--- src/rtl/tt_alu_accum.sv ---
// Registered ADD/AND/XOR/ACC datapath with a 1-deep valid/ready output stage, running accumulator and op counter.
// Optional build macro TT_ALU_SATURATE_EN: ADD and ACC clamp to all-ones on carry instead of wrapping.
module tt_alu_accum #(
  parameter int W     = 8,
  parameter int CNT_W = 8
) (
  input  logic             clk,
  input  logic             rst,
  input  logic             in_valid,
  output logic             in_ready,
  input  logic [1:0]       op,
  input  logic [W-1:0]     a,
  input  logic [W-1:0]     b,
  input  logic             acc_clr,
  output logic             out_valid,
  input  logic             out_ready,
  output logic [W-1:0]     result,
  output logic             carry,
  output logic [W-1:0]     acc,
  output logic [CNT_W-1:0] op_count,
  output logic             dbg_state
);

  typedef enum logic {
    ST_EMPTY = 1'b0,
    ST_FULL  = 1'b1
  } state_t;

  localparam logic [1:0] OP_ADD = 2'b00;
  localparam logic [1:0] OP_AND = 2'b01;
  localparam logic [1:0] OP_XOR = 2'b10;
  localparam logic [1:0] OP_ACC = 2'b11;

  state_t             r_state;
  logic [W-1:0]       r_result;
  logic               r_carry;
  logic [W-1:0]       r_acc;
  logic [CNT_W-1:0]   r_count;

  logic               w_accept;
  logic               w_pop;
  logic [W-1:0]       w_acc_base;
  logic [W:0]         w_sum;
  logic               w_carry;
  logic [W-1:0]       w_res;

  // Handshake: accept = in_valid & in_ready; pop = out_valid & out_ready.
  // in_ready is high whenever the output stage is empty or being drained this cycle.
  assign in_ready  = (r_state == ST_EMPTY) | out_ready;
  assign w_accept  = in_valid & in_ready;
  assign w_pop     = (r_state == ST_FULL) & out_ready;

  assign w_acc_base = acc_clr ? '0 : r_acc;

  always_comb begin
    w_sum   = '0;
    w_carry = 1'b0;
    case (op)
      OP_ADD:  w_sum = {1'b0, a} + {1'b0, b};
      OP_AND:  w_sum = {1'b0, a & b};
      OP_XOR:  w_sum = {1'b0, a ^ b};
      default: w_sum = {1'b0, w_acc_base} + {1'b0, a};
    endcase
    w_carry = w_sum[W];
`ifdef TT_ALU_SATURATE_EN
    w_res = w_carry ? {W{1'b1}} : w_sum[W-1:0];
`else
    w_res = w_sum[W-1:0];
`endif
  end

  always_ff @(posedge clk or posedge rst) begin
    if (rst) begin
      r_state  <= ST_EMPTY;
      r_result <= '0;
      r_carry  <= 1'b0;
      r_acc    <= '0;
      r_count  <= '0;
    end else begin
      case (r_state)
        ST_EMPTY: if (w_accept) r_state <= ST_FULL;
        ST_FULL:  if (w_pop && !w_accept) r_state <= ST_EMPTY;
        default:  r_state <= ST_EMPTY;
      endcase
      if (w_accept) begin
        r_result <= w_res;
        r_carry  <= w_carry;
        r_count  <= r_count + CNT_W'(1);
      end
      // An accepted ACC already folds acc_clr into its base value.
      if (w_accept && (op == OP_ACC)) r_acc <= w_res;
      else if (acc_clr)               r_acc <= '0;
    end
  end

  assign out_valid = (r_state == ST_FULL);
  assign result    = r_result;
  assign carry     = r_carry;
  assign acc       = r_acc;
  assign op_count  = r_count;
  assign dbg_state = r_state;

  logic w_unused;
  assign w_unused = w_pop & (OP_ADD == 2'b00) & (OP_AND == 2'b01) & (OP_XOR == 2'b10);

endmodule

--- config.mk ---
export PLATFORM = sky130hd
export DESIGN_NAME = tt_alu_accum
export DESIGN_NICKNAME = d
export VERILOG_FILES = /design/src/rtl/tt_alu_accum.sv
export SDC_FILE = /design/constraint.sdc
export NUM_CORES = 1
export LEC_CHECK = 0
export CAP_MARGIN = 20
export CORE_ASPECT_RATIO = 0.8
export CORE_MARGIN = 2
export CORE_UTILIZATION = 52
export CTS_CLUSTER_DIAMETER = 120
export DETAILED_ROUTE_END_ITERATION = 6
export PLACE_DENSITY = 0.86
export SYNTH_ARGS = -nofsm -noshare
export SYNTH_HDL_FRONTEND = slang
export SYNTH_SLANG_ARGS = --single-unit
--- constraint.sdc ---
create_clock -name clk -period 3 [get_ports clk]
set_clock_uncertainty 0.1 [all_clocks]
set_input_delay 0.45 -clock clk [delete_from_list [all_inputs] [get_ports clk]]
set_output_delay 0.45 -clock clk [all_outputs]
set_load 0.005 [all_outputs]
==> run_1/util_map.png <==
(6 px per um) 7 x 6 tiles, from black (low) to pale yellow (high), 0 to 100% covered.
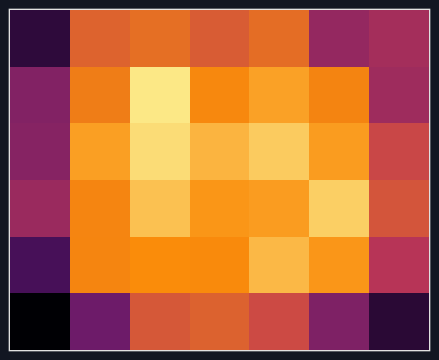
emptiest ninth of the die	bottom left
tiles over 75% full	31%
mean over tiles	61%
densest ninth of the die	middle
nearly empty tiles	2.4%
fullest tile	95%
final core occ: 72.50%
Core Box Area: 3376 um2
FP Util: 53.37%

==> run_1/floorplan.png <==
(6 px per um) Pins as bars on the die edge.
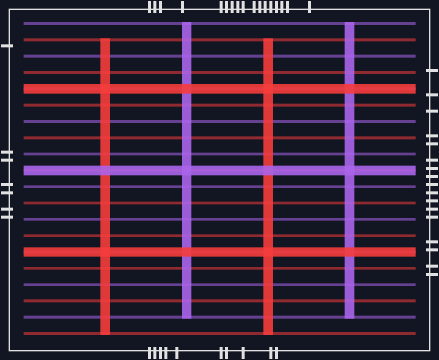
colour	net
red	VSS
purple	VDD
signal pins	51
met4 straps	4
rows	19
met5 straps	3
met1 rails	20
die extent in y: 56.65 um
die width: 69.81 um
VDD IR-drop max: 0.4512 mV

==> run_1/clock_nets.png <==
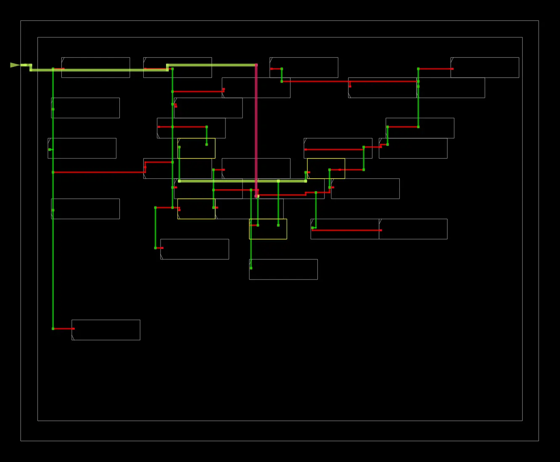
final-layout clock buffer total: 4
Seq cells: 26
CTS Buf Count: 3
clk sink count: 26

==> results_dict.tcl, run 1 <==
# place-and-route summary
set metrics [dict create \
    antenna_cells 0 \
    gp_congestion 0.9274 \
    warnings 30 \
    non_clock_inverter_count 8 \
    syn_to_final_growth_pct 35.83 \
    hold_ws_ns 0.3825 \
    drt-met1-wl_mm 2.087 \
    rsz0062_at_grt "no" \
    ys_top_logic_family "AND-OR/OR-AND gates" \
    slew_viol_final 0 \
    drt_iter0_drc 100 \
    syn_area_um2 1802 \
    leakagePower_nw 1.134 \
    dp.final_hpwl_mm 3.420 \
    async_flop_share_pct 100.0 \
    ys_types 38 \
    grt_pass1_vias 1638 \
    max_cap_violations 0 \
    setup_viol 0 \
    grt_busiest_layer "met2" \
    num_vias 1620 \
    critPathMaxFanout 11 \
    grt_use_met3_pct 3.770 \
    die_area_um2 3955 \
    regArea_um2 650.6 \
    pg_clk_uw 222 \
    drc_errors 0 \
    r2r-end "result[7]$_DFFE_PP0P_" \
    endpoint_kind "flip-flop" \
    adder_share_pct 16.39 \
    mux_share_pct 2.292 \
    met3WireLength_um 207 \
    intPower_uw 782.0 \
    clock_path_buffers 2 \
    largestClassByArea "logic gates" \
    status "complete, no violations" \
    dpl.cell_count 291 \
    cp.arrival_ns 2.98 \
    critical_path.startpoint_type "input port" \
    wl_per_cell_um 14.98 \
    slew_headroom_pct 61.74 \
    worstSetupPathType "input port to flip-flop" \
    yosysCellCount 198 \
    clkCellAreaFrac_pct 2.249 \
    crit_buf_inv 2 \
    max_stage_delay_ns 0.48 \
    switching_share_pct 31.01 \
    highest-signal-layer "met4" \
    nets 300 \
    total_power_mw 1.134 \
    antenna_found_initial 0 \
    ys_sh_xor_pct 5.833 \
    tritoncts "yes" \
    tightest_slew_ns 0.5725 \
    ios 51 \
    hold_end "op_count[7]$_DFFE_PP0P_" \
    met1_usage_pct 34.67 \
    min_from "op_count[7]$_DFFE_PP0P_" \
    p_switching_uw 351.5 \
    crit_chain "clkdlybuf4s50_1 > inv_1 > ha_1 > o21ai_0 > ha_1 > a21o_1 > a21o_1 > a21oi_1 > mux2_1 > a21oi_2" \
    ys_top_cells_by_area "dfrtp_1 (36%), ha_1 (15%), nand2_1 (5.8%)" \
]
==> run 1: layout by cell type (no fill, tap or decap), types with 2 or more instances in the layout <==
master           synthesis  layout
nand3_1                  4       4
a22oi_1                  3       3
mux2i_1                  3       3
dfrtp_1                 26      26
clkbuf_8                 0       4
nand4_1                  4       4
a21oi_1                 12      11
buf_4                    1      10
and3_1                   5       5
a21oi_2                  2       3
nand2_1                 28      28
o31ai_1                  2       2
inv_1                    7       7
o21ai_0                  9       8
a22o_1                   3       3
ha_1                    22      22
a21o_1                   3       3
xor2_1                   5       5
nand2b_1                10      10
xnor2_1                  7       7
clkdlybuf4s50_1          0      50
o21ai_1                  8       9
o21a_1                   2       2
nor2_1                  10      10
==> run 1: flip-flops by register name, summed over array words and instances, names as in the netlist <==
register / count
acc: 8
carry: 1
dbg_state: 1
op_count: 8
result: 8
==> run 2: changes to the inputs <==
--- a/config.mk
+++ b/config.mk
@@ -5,6 +5,7 @@
 export SDC_FILE = /design/constraint.sdc
 export NUM_CORES = 1
 export LEC_CHECK = 0
+export ABC_AREA = 0
 export CAP_MARGIN = 20
 export CORE_ASPECT_RATIO = 0.8
 export CORE_MARGIN = 2
==> run 2 against run 1 <==
Net effect: design area unchanged; critical endpoint unchanged; sequential share of layout area unchanged; sequential power barely moved; register-to-register slack is essentially flat; die area unchanged; clock-buffer cell count unchanged; via count unchanged; first-iteration DRC count stayed put.
==> results_dict.tcl, run 2 <==
# place-and-route summary
set metrics [dict create \
    grt_pass1_wl_mm 7.755 \
    hold_path.class "flip-flop to flip-flop" \
    pwr-share-seq_pct 42.9 \
    yosys_area_um2 1802 \
    leakagePower_nw 1.134 \
    drt_iter0_drc 100 \
    clock_path_buffers 2 \
    adder_share_pct 16.39 \
    die_w_um 69.81 \
    tritoncts "yes" \
    min_from "op_count[7]$_DFFE_PP0P_" \
    intPower_uw 782.0 \
    ir_drop_mv 0.4512 \
    worstSetupPathType "input port to flip-flop" \
    hold_end "op_count[7]$_DFFE_PP0P_" \
    mux_share_pct 2.292 \
    dpl.cell_count 291 \
    layout_top_cell "clkdlybuf4s50_1" \
    fin_crit_ns 2.880 \
    grt_max_degree 27 \
    switching_share_pct 31.01 \
    lay_top_cells "clkdlybuf4s50_1 (50), nand2_1 (28), dfrtp_1 (26), ha_1 (22), a21oi_1 (11)" \
    total_power_mw 1.134 \
    max_stage_delay_ns 0.48 \
    period_used_pct 96.00 \
    cp.arrival_ns 2.98 \
    crit_chain "clkdlybuf4s50_1 > inv_1 > ha_1 > o21ai_0 > ha_1 > a21o_1 > a21o_1 > a21oi_1 > mux2_1 > a21oi_2" \
    cts-root-buf "clkbuf_8" \
    syn_area_um2 1802 \
    syn_avg_cell_area_um2 9.100 \
    fp_util_pct 53.37 \
    setup_viol 0 \
    dp.final_hpwl_mm 3.420 \
    antenna_cells 0 \
    ios 51 \
    hold_ws_ns 0.3825 \
    ys_sh_xor_pct 5.833 \
    ant_nets 0 \
    dp_worst_setup_slack_ns -0.1444 \
    io_buffers 50 \
    setup_ws_ns 0.1201 \
    cts_buffers 3 \
    status "complete, no violations" \
    endpoint "result[7]$_DFFE_PP0P_" \
    wl_per_cell_um 14.98 \
    ys_top_logic_family "AND-OR/OR-AND gates" \
    antenna_found_initial 0 \
    cts_sinks 26 \
    slowest_stage "clkdlybuf4s50_1" \
    die_area_um2 3955 \
    async_flop_share_pct 100.0 \
    die_h_um 56.65 \
    rsz0062_at_grt "no" \
    postCtsSetupBuffers 0 \
    pg_clk_uw 222 \
    grt_pass1_vias 1638 \
    netlist_instances 198 \
    ys_types 38 \
    warnings 30 \
    finalInstanceArea_um2 2447 \
    max_cap_violations 0 \
    critical_path.startpoint_type "input port" \
    yosysCellCount 198 \
    r2r-end "result[7]$_DFFE_PP0P_" \
    tightest_slew_ns 0.5725 \
    p_per_area_nw_per_um2 463.2 \
    yosys.area.top_type "dfrtp_1" \
    ys_top_cells_by_area "dfrtp_1 (36%), ha_1 (15%), nand2_1 (5.8%)" \
    critPathMaxFanout 11 \
    gp_congestion 0.9274 \
    nets 300 \
    ys.flop_type "dfrtp_1" \
    slew_viol_final 0 \
    path_clk_slew_ns 0.09 \
    first_pass_iters 4 \
    fin_util_pct 72.50 \
    p_switching_uw 351.5 \
    coreArea_um2 3376 \
    endpoint_kind "flip-flop" \
    slew_headroom_pct 61.74 \
    syn_to_final_growth_pct 35.83 \
    place_area_um2 2389 \
    drc_errors 0 \
    min_path_cells 1 \
]
-- run 2: cell counts after synthesis --
No cell type changed its count.
-- run 2: layout make-up --
type                       count  area (um2)
tap                           42       52.55
inverter                       8       30.03
clock buffer                   4       55.05
timing repair buffer          60       575.6
fill                         266       928.4
sequential                    26       650.6
multi-input combinational    155        1084
-- run 2: layer usage --
layer / wire length (um) / GRT usage, %
met5: 0 / 0
met4: 60 / 5.769
met3: 207 / 3.770
met2: 2063 / 39.73
met1: 2087 / 34.67
-- run 2: critical path, delay by kind of cell --
family | cells | cell delay, ns
adder cells (fa/ha/maj) | 2 | 0.59
multiplexers | 1 | 0.36
AND-OR/OR-AND | 5 | 1.04
buffers and inverters | 2 | 0.54
==> run_2/m2.png <==
(6 px per um)
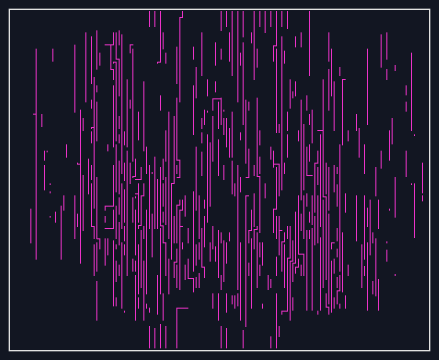
nets with wire on the layer	250
longest straight run	35.0 um
via count: 1620
GR met2 Demand/Resource: 39.73%
Post-Route WL: 4.418 mm

==> run_2/clock_wires.png <==
(4 px per um)
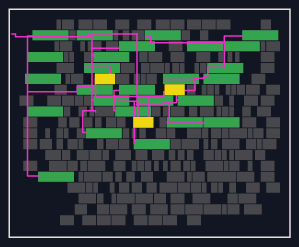
[green] flip-flops | count: 26
[magenta] clock wires | length: 304 um
[yellow] clock-net drivers | count: 3
routed clock nets	4

No activity file was given, so power comes from the tool's default toggle rates.
